==> config.mk <==
export PLATFORM = sky130hd
export DESIGN_NAME = fc_neuron_mac_flat
export DESIGN_NICKNAME = d
export VERILOG_FILES = /design/src/rtl/fc_neuron_mac_if.sv /design/src/rtl/fc_neuron_mac.sv /design/src/flat_wrapper.sv
export SDC_FILE = /design/constraint.sdc
export NUM_CORES = 1
export LEC_CHECK = 0
export CORE_UTILIZATION = 50
export DETAILED_ROUTE_END_ITERATION = 16
export PLACE_DENSITY_LB_ADDON = 0.3
export SYNTH_ARGS = -nofsm -noshare
export SYNTH_HDL_FRONTEND = slang
export SYNTH_SLANG_ARGS = --single-unit
==> constraint.sdc <==
create_clock -name clk -period 2.8 [get_ports clk]
set_input_delay 0.28 -clock clk [delete_from_list [all_inputs] [get_ports clk]]
set_output_delay 0.28 -clock clk [all_outputs]
set_load 0.01 [all_outputs]
Fig. 1: run 1, pin placement
Pins as bars across the die edge, other pins in grey.
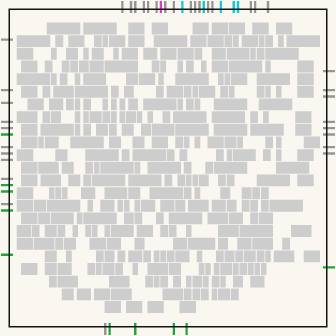
legend:
  green:
    port: bus_mul_result
    pins: 10
    direction: input
    edge: 5 left, 4 bottom, 1 right
  cyan:
    port: bus_mul_m
    pins: 5
    direction: output
    edge: top
  magenta:
    port: bus_in_ready
    pins: 1
    direction: output
    edge: top
all pins by edge: 22 top, 15 left, 9 right, 5 bottom
Vert. Die Dim: 67.9 µm
number of buffers added on ports: 50

Fig. 2: run 1, sequential cells grouped by signal name
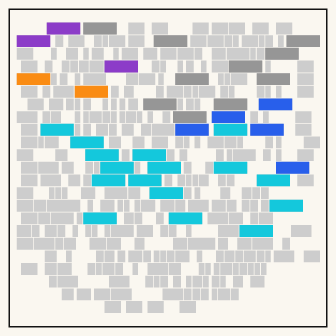
legend:
  blue:
    signal: u_core.bus.out_data
    placed_flops: 5
  orange:
    signal: u_core.cnt_q
    placed_flops: 2
  purple:
    signal: u_core.state_q
    placed_flops: 3
  cyan:
    signal: u_core.acc_q
    placed_flops: 16
not coloured: 10
share of cell area taken by flip-flops and latches: 25.7%
Seq power: 0.000582 W
register area: 721 µm²

Fig. 3: run 1, metal layers overlaid
Two of the layers only.
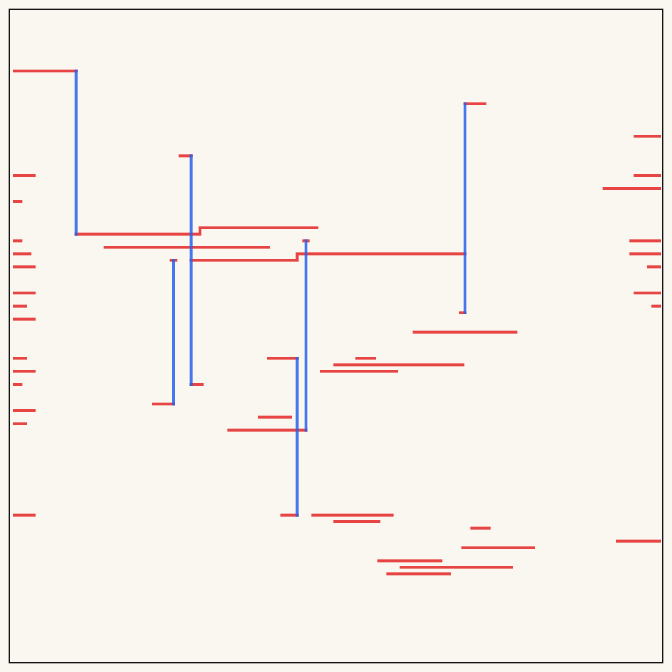
legend:
  red:
    layer: metal 3
    wire_length: 229 µm
  blue:
    layer: metal 4
    wire_length: 114 µm
count of vias placed by the detailed router: 2202
post-detailed-route wirelength per cell: 14.2 µm
global routing usage summed across all routing layers: 25.6%

Fig. 4: run 1, M3 wires
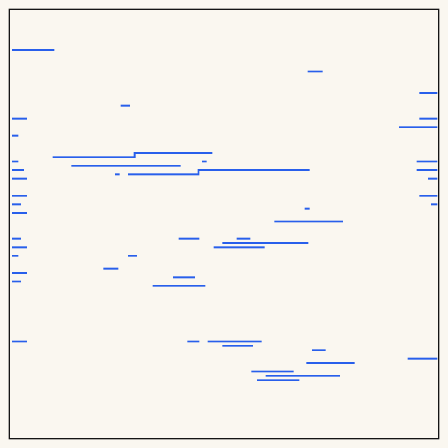
wire length on this layer: 229 µm
main direction: horizontal
Final Routed Wirelength: 5420 µm
fraction of met3 tracks used by global routing: 4.67%

==> metrics.csv, run 1 <==
metric,value,unit
main area contributors after synthesis,"sky130_fd_sc_hd__dfxtp_1 (33%), sky130_fd_sc_hd__a21oi_1 (11%), sky130_fd_sc_hd__ha_1 (9.2%)",
number of design-rule violations left by the first detailed-router iteration,184,
number of cell rows,23,
clock network latency to the later pin of the worst-skew pair,290,ps
startpoint types,primary input,
setup skew after layout,6.99,ps
Largest register FFs,16,
sequential-to-total area share from yosys stat,33.2,%
Synth cell types,43,
number of nets still failing antenna checks after routing,0,
Max Cap Violations,0,
WHS,455,ps
DRC errors left,0,
number of antenna violations at the first check in global routing,0,
largest vdd supply drop,312,µV
slew at the pin closest to its max-slew limit,531,ps
pre-CTS setup slack,128,ps
LEAKAGE,1.13,nW
depth of the CTS H-tree,2,
Crit Path Class,primary input to flip-flop,
gp weighted congestion,0.945,
die span in x,67.9,µm
Max Fanout on Critical Path,7,
instance tally after logic synthesis,282,
Hold Crit Class,flip-flop to flip-flop,
final setup TNS,0,ps
post-route worst setup slack,394,ps
global route total overflow,0,
status,completed,
critical path data required time,2980,ps
Tool Warnings,26,
area growth from synthesis to layout,29.3,%
Mapped Area,0.00217,mm²
type of element capturing the critical path,flip-flop,
number of setup violations in the final report,0,
post-synthesis area per instance,7.70,µm²
Finished Core Util,68.7,%
Final Net Count,380,
worst path arrival time,2590,ps
first-pass GRT wire length,9020,µm
[run 1: where the power goes]
part | internal [W] | leakage, nW | total, W | switching [W]
combinational | 0.000190 | 0.787 | 0.000395 | 0.000205
clock | 0.000201 | 0.0455 | 0.000381 | 0.000181
sequential | 0.000545 | 0.294 | 0.000582 | 0.0000368
[run 1: cell families (layout without fill, tap and decap cells)]
family                     Yosys count  in the layout  synth area share (%)
AOI/OAI and AO/OA                   94             94                  26.1
buffers and inverters               14             65                  2.48
xor gates and xnor gates            11             11                  4.44
and+or+nand+nor                    109            109                  23.2
muxes                                1              1                 0.461
adders and majority gates           17             17                  10.1
DFF                                 36             36                  33.2
[run 1: metrics by stage]
stage               total power, W  instances
finish                     0.00136        383
global route               0.00143        383
CTS                        0.00136        383
detailed placement        0.000981        375
global placement          0.000975        375
floorplan                 0.000844        282
[run 1: cells in the final DEF, fill, tap and decap left out, drive strengths merged, types with 2 or more instances in the layout]
master	Yosys	layout
a211oi	7	7
a21o	5	5
a21oi	46	46
a311oi	2	2
a31oi	3	3
a32oi	2	2
and3b	2	2
buf	2	3
clkbuf	8	8
clkdlybuf4s50	0	50
dfxtp	36	36
ha	16	16
inv	4	4
nand2	46	46
nand2b	3	3
nand3	5	5
nand3b	2	2
nand4	2	2
nor2	27	27
nor2b	5	5
nor3	8	8
o21a	5	5
o21ai	17	17
or2	2	2
xnor2	4	4
xor2	7	7
[run 1: worst max-delay path, stage by stage]
cell                              delay (ps)
sky130_fd_sc_hd__clkdlybuf4s50_1         560
sky130_fd_sc_hd__ha_1                    440
sky130_fd_sc_hd__a21oi_1                 260
sky130_fd_sc_hd__o21ai_0                 180
sky130_fd_sc_hd__a21o_1                  210
sky130_fd_sc_hd__a31oi_1                 180
sky130_fd_sc_hd__xnor2_1                 120
sky130_fd_sc_hd__o21a_1                  180
sky130_fd_sc_hd__o211a_1                 190
[run 1: layer usage]
metal	wire length (µm)	share of wire, %	GRT usage, %
met1	2530	47	32.1
met2	2550	47	43.7
met3	228	4.2	4.67
met4	113	2.1	8.85
met5	0	0	0
[run 1: layout make-up]
class	count	area (µm²)	share of cell area, %
multi-input combinational	232	1400	49.7
timing repair buffer	53	523	18.6
clock buffer	8	90.1	3.21
inverter	4	15.0	0.535
tap	50	62.6	2.23
sequential	36	721	25.7
==> run 2: changes to the inputs <==
--- a/config.mk
+++ b/config.mk
@@ -7,7 +7,7 @@
 export LEC_CHECK = 0
 export CORE_UTILIZATION = 50
 export DETAILED_ROUTE_END_ITERATION = 16
-export PLACE_DENSITY_LB_ADDON = 0.3
+export PLACE_DENSITY = 0.8
 export SYNTH_ARGS = -nofsm -noshare
 export SYNTH_HDL_FRONTEND = slang
 export SYNTH_SLANG_ARGS = --single-unit
Fig. 5: run 2, pin placement
Pins as bars across the die edge, other pins in grey.
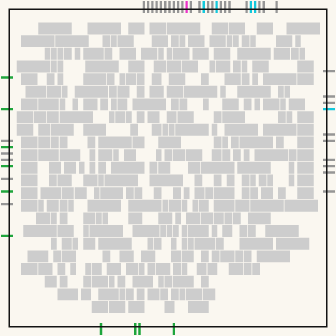
legend:
  green:
    port: bus_mul_result
    pins: 10
    direction: input
    edge: 6 left, 4 bottom
  cyan:
    port: bus_mul_m
    pins: 5
    direction: output
    edge: 4 top, 1 right
  magenta:
    port: bus_in_ready
    pins: 1
    direction: output
    edge: top
all pins by edge: 26 top, 11 left, 10 right, 4 bottom
die span in x: 67.9 µm

Fig. 6: run 2, routing congestion map
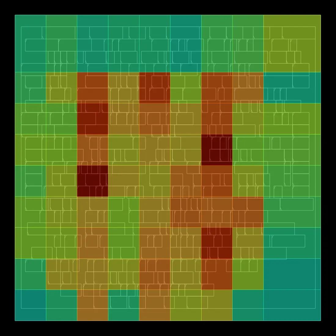
Finished Core Util: 69.1%
global routing usage summed across all routing layers: 24.9%
met2 global-route usage: 40.2%
most used routing layer: met2
met1 Track Usage GR: 33.8%

==> metrics.csv, run 2 <==
metric,value,unit,change
main area contributors after synthesis,"sky130_fd_sc_hd__dfxtp_1 (33%), sky130_fd_sc_hd__a21oi_1 (11%), sky130_fd_sc_hd__ha_1 (9.2%)",,
final setup TNS,0,ps,unchanged
Largest register FFs,16,,unchanged
number of design-rule violations left by the first detailed-router iteration,143,,-22%
count of buffering cells on the critical path with inverters included,2,,+1
Max Fanout on Critical Path,3,,-4
library cell contributing the largest single delay on the critical path,sky130_fd_sc_hd__clkdlybuf4s50_1,,
instance tally after logic synthesis,282,,unchanged
DRC errors left,0,,unchanged
number of cell rows,23,,unchanged
number of nets still failing antenna checks after routing,0,,unchanged
total number of cells along the worst setup path,11,,+2
chain of cells forming the critical path,clkdlybuf4s50_1 > ha_1 > inv_1 > fa_1 > nor2b_4 > o31a_1 > o311a_1 > o41ai_2 > xnor2_1 > a21oi_1 > nor3_1,,
"non-filler cells, final",385,,+0.52%
depth of the CTS H-tree,2,,unchanged
area growth from synthesis to layout,30.0,%,
sequential-to-total area share from yosys stat,33.2,%,unchanged
first-pass GRT wire length,8640,µm,-4.2%
type of element capturing the critical path,flip-flop,,
gp weighted congestion,0.934,,-1.1%
number of buffers added on ports,50,,unchanged
most frequent logic cell in the layout,sky130_fd_sc_hd__clkdlybuf4s50_1,,
status,completed,,
Mapped Area,0.00217,mm²,unchanged
Fig. 7: run 2, M3 wires
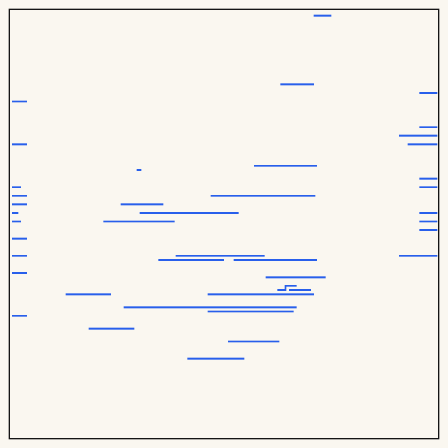
main direction: horizontal
longest straight run: 27.1 µm
nets with wire on the layer: 37
count of vias placed by the detailed router: 2141
Final Routed Wirelength: 5320 µm
fraction of met3 tracks used by global routing: 4.50%

==> run 2: cell counts after synthesis <==
No cell type changed its count.
==> run 2: layer usage <==
layer,up-vias,global-route usage (%),part of all wire (%)
li1,1116,-,-
met1,958,33.8,49
met2,63,40.2,46
met3,4,4.50,4.9
met4,0,7.29,0.66
met5,-,0,0
==> run 2: final cells by class <==
| class | count | area (µm²) |
|---|---|---|
| Clock buffer | 8 | 90.1 |
| Multi-Input combinational cell | 232 | 1400 |
| Tap cell | 50 | 62.6 |
| Inverter | 4 | 15.0 |
| Timing Repair Buffer | 55 | 538 |
| Fill cell | 372 | 1260 |
| Sequential cell | 36 | 721 |
==> run 2: per-stage QoR <==
step / instance area [µm²] / setup WS [ps] / power, W / hold slack, ps / util, %
6_report: 2820 / 422 / 0.00135 / 454 / 69.1
5_1_grt: 2820 / 241 / 0.00143 / 473 / 69.1
4_1_cts: 2820 / 403 / 0.00135 / 455 / 69.1
3_5_place_dp: 2730 / 109 / 0.000984 / 446 / 66.9
3_3_place_gp: 2730 / 200 / 0.000977 / 439 / 66.9
2_1_floorplan: 2170 / 707 / 0.000844 / 416 / -
==> run 2: logic make-up after synthesis <==
kind of cell | synth area share (%)
AND/OR/NAND/NOR | 23.2
adder cells (fa/ha/maj) | 10.1
AND-OR/OR-AND | 26.1
buffers and inverters | 2.48
multiplexers | 0.461
XOR/XNOR | 4.44
flip-flops | 33.2
==> run 2: tightest hold or removal path: cells and delay by family (launching register included) <==
kind,cells,cell delay [ps]
AOI/OAI and AO/OA,1,50
DFF,1,310
and+or+nand+nor,1,50
==> run 2: power breakdown <==
| group | leakage (nW) | switching, W | total, W | internal [W] |
|---|---|---|---|---|
| Clock | 0.0455 | 0.000174 | 0.000375 | 0.000201 |
| Combinational | 0.797 | 0.000204 | 0.000397 | 0.000192 |
| Sequential | 0.294 | 0.0000372 | 0.000582 | 0.000545 |
| Total | 1.14 | 0.000416 | 0.00135 | 0.000938 |
Power is estimated from default activity; no workload was simulated.
